===== src/rtl/gate_bist_ctrl.sv =====
// Self-test sequencer for the two-input AND/OR gates.
// Sweeps {a,b} through 00,01,10,11 and checks both gate outputs against the truth table.
module gate_bist_ctrl #(
    parameter int HOLD_CYCLES = 1,
    parameter int ERR_W       = 4
) (
    input  logic             clk,
    input  logic             rst,
    input  logic             start,
    output logic             a_o,
    output logic             b_o,
    input  logic             and_i,
    input  logic             or_i,
    output logic             busy,
    output logic             done,
    output logic             pass,
    output logic [ERR_W-1:0] err_count,
    output logic [3:0]       fail_vec
);

    localparam int CNT_W = (HOLD_CYCLES > 1) ? $clog2(HOLD_CYCLES) : 1;

    typedef enum logic [1:0] {
        IDLE,
        DRIVE,
        CHECK,
        DONE
    } state_t;

    state_t           state_q, state_d;
    logic [1:0]       idx_q, idx_d;
    logic [CNT_W-1:0] cnt_q, cnt_d;
    logic [ERR_W-1:0] err_q, err_d;
    logic [3:0]       fail_q, fail_d;
    logic             pass_q, pass_d;

    logic             hold_end;
    logic             mis_and;
    logic             mis_or;
    logic [ERR_W:0]   err_sum;
    logic [ERR_W-1:0] err_sat;

    assign hold_end = (cnt_q == CNT_W'(HOLD_CYCLES - 1));
    assign mis_and  = (and_i != (idx_q[1] & idx_q[0]));
    assign mis_or   = (or_i != (idx_q[1] | idx_q[0]));
    // At most +2 per vector, so one extra sum bit is enough to detect overflow.
    assign err_sum  = {1'b0, err_q} + (ERR_W+1)'(mis_and) + (ERR_W+1)'(mis_or);
    assign err_sat  = err_sum[ERR_W] ? {ERR_W{1'b1}} : err_sum[ERR_W-1:0];

    always_ff @(posedge clk) begin
        if (rst) begin
            state_q <= IDLE;
            idx_q   <= '0;
            cnt_q   <= '0;
            err_q   <= '0;
            fail_q  <= '0;
            pass_q  <= 1'b0;
        end else begin
            state_q <= state_d;
            idx_q   <= idx_d;
            cnt_q   <= cnt_d;
            err_q   <= err_d;
            fail_q  <= fail_d;
            pass_q  <= pass_d;
        end
    end

    always_comb begin
        state_d = state_q;
        idx_d   = idx_q;
        cnt_d   = cnt_q;
        err_d   = err_q;
        fail_d  = fail_q;
        pass_d  = pass_q;
        unique case (state_q)
            IDLE: begin
                idx_d = '0;
                cnt_d = '0;
                if (start) begin
                    state_d = DRIVE;
                    err_d   = '0;
                    fail_d  = '0;
                    pass_d  = 1'b0;
                end
            end
            DRIVE: begin
                if (hold_end) begin
                    state_d = CHECK;
                    cnt_d   = '0;
                end else begin
                    cnt_d = cnt_q + 1'b1;
                end
            end
            CHECK: begin
                err_d = err_sat;
                if (mis_and || mis_or) begin
                    fail_d[idx_q] = 1'b1;
                end
                if (idx_q == 2'd3) begin
                    state_d = DONE;
                    idx_d   = '0;
                    pass_d  = (err_sat == '0);
                end else begin
                    state_d = DRIVE;
                    idx_d   = idx_q + 1'b1;
                end
            end
            DONE: begin
                state_d = IDLE;
            end
            default: state_d = IDLE;
        endcase
    end

    always_comb begin
        busy      = (state_q == DRIVE) || (state_q == CHECK);
        done      = (state_q == DONE);
        a_o       = busy & idx_q[1];
        b_o       = busy & idx_q[0];
        pass      = pass_q;
        err_count = err_q;
        fail_vec  = fail_q;
    end

endmodule


===== config.mk =====
export PLATFORM = sky130hd
export DESIGN_NAME = gate_bist_ctrl
export DESIGN_NICKNAME = d
export VERILOG_FILES = /design/src/rtl/gate_bist_ctrl.sv
export SDC_FILE = /design/constraint.sdc
export NUM_CORES = 1
export LEC_CHECK = 0
export CORE_MARGIN = 8
export CORE_UTILIZATION = 47
export DETAILED_ROUTE_END_ITERATION = 7
export MAX_ROUTING_LAYER = met4
export PLACE_DENSITY = 0.86
export SLEW_MARGIN = 20
export SYNTH_ARGS = -nofsm -noshare
export SYNTH_HDL_FRONTEND = slang
export SYNTH_SLANG_ARGS = --single-unit

===== constraint.sdc =====
create_clock -name clk -period 2.9 [get_ports clk]
set_input_delay 0.435 -clock clk [delete_from_list [all_inputs] [get_ports clk]]
set_output_delay 0.435 -clock clk [all_outputs]
set_load 0.005 [all_outputs]

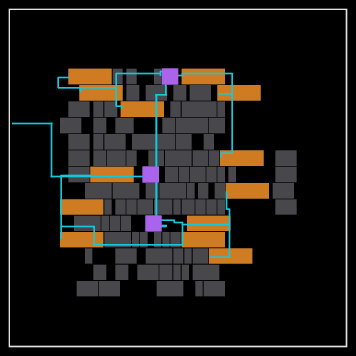
clock_map.png
Scale: 6 px per µm.
Purple stands for cells driving clock nets, count 3. Cyan stands for clock wires, length 191 µm. Orange stands for flip-flops, count 13.
There are 4 routed clock nets.

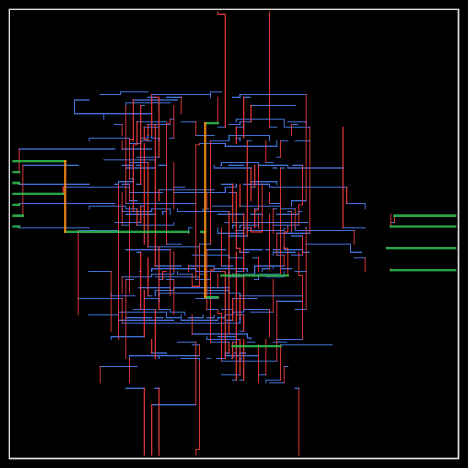
metal_stack.png
Scale: 8 px per µm.
Blue stands for met1, wire length 739 µm. Green stands for met3, wire length 81.9 µm. Red stands for met2, wire length 725 µm. Orange stands for met4, wire length 30.6 µm.

==> impl_metrics.json <==
{
  "hpwl_mm": 1.20,
  "power_leader": "sequential cells",
  "ys_sh_adder_pct": 17.7,
  "setup_violations": 0,
  "nClkBuffers": 4,
  "grt-ovfl-total": 0,
  "top_cell_area_share_pct": 34.7,
  "comb.multi_input.count": 65,
  "grt_pass1_wl_mm": 2.70,
  "slowest_stage": "dfxtp_1",
  "final_hold_viol_count": 0,
  "clkTransAtPathRegs_ps": 80,
  "outcome": "finished, final reports clean",
  "crit_fanout": 5,
  "dominant_cells": "multi-input combinational cells",
  "setup_slack_ps": 670,
  "cts_sinks": 13,
  "comb_power_share_pct": 28.6,
  "grtUsageMet2_pct": 15.8,
  "synth_area_um2": 751,
  "drive_above_1_share_pct": 6.60,
  "die-height_um": 56.0,
  "synth_seq_share_pct": 34.7,
  "die_width_um": 56.0,
  "cts_root_buf": "clkbuf_4",
  "fp_nets": 102,
  "period_used_pct": 76.9,
  "maxCapViolations": 0,
  "seq_area_share_pct": 27.2,
  "finalClockSkew_ps": 5.65,
  "power.switching_uw": 141,
  "ys_ff": 13,
  "hold_class": "reg -> reg",
  "synth.cellmix.simpleShare_pct": 21.7,
  "final_area_um2": 958,
  "p_clk_share_pct": 26.4,
  "hold_ws_ps": 483,
  "comb_share_pct": 47.5,
  "antenna_found_initial": 0,
  "logic_area_um2": 455,
  "irDropWorstVdd_uv": 323,
  "path_cells": "inv_1 > ha_1 > xor2_1 > fa_1 > inv_1 > ha_1 > nand2b_1 > mux2_4 > o41ai_2",
  "cts_max_level": 1,
  "seq_cells": 13,
  "drv_slew": 0,
  "final_common_cell": "clkdlybuf4s50_1",
  "crit_family": "adder cells",
  "fill_cells": 117
}
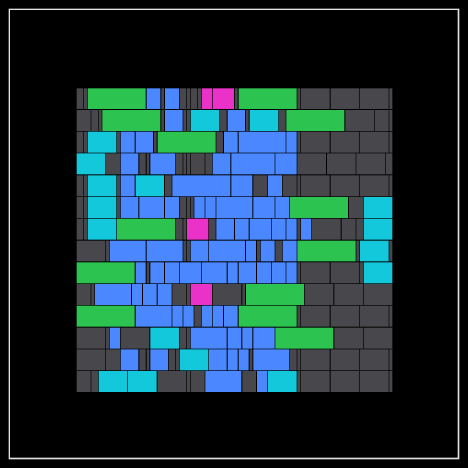
cell_classes.png
Scale: 8 px per µm. Fill, decap, tap and diode cells in grey.
Cyan stands for other buffers and delay cells, cells 17, share of their area 18%. Magenta stands for clock drivers and dummy loads, cells 4, share of their area 2.8%. Blue stands for all other logic, cells 72, share of their area 51%. Green stands for flip-flops, cells 13, share of their area 28%.

==> final timing paths <==
| kind | start | to | slack, ps | depth (start not counted) |
|---|---|---|---|---|
| setup / recovery | idx_q[0]$_SDFFE_PP0P_ | pass$_SDFFE_PP0P_ | 670 | 9 |
| hold / removal | err_count[0]$_SDFFE_PP0P_ | err_count[0]$_SDFFE_PP0P_ | 480 | 2 |
| setup reg to reg | idx_q[0]$_SDFFE_PP0P_ | pass$_SDFFE_PP0P_ | 670 | 9 |
| hold reg to reg | err_count[0]$_SDFFE_PP0P_ | err_count[0]$_SDFFE_PP0P_ | 480 | 2 |
==> tightest hold or removal path: stages, from the launching register on <==
cell	delay (ps)
dfxtp_1	330
nand2_1	60
a21oi_1	50
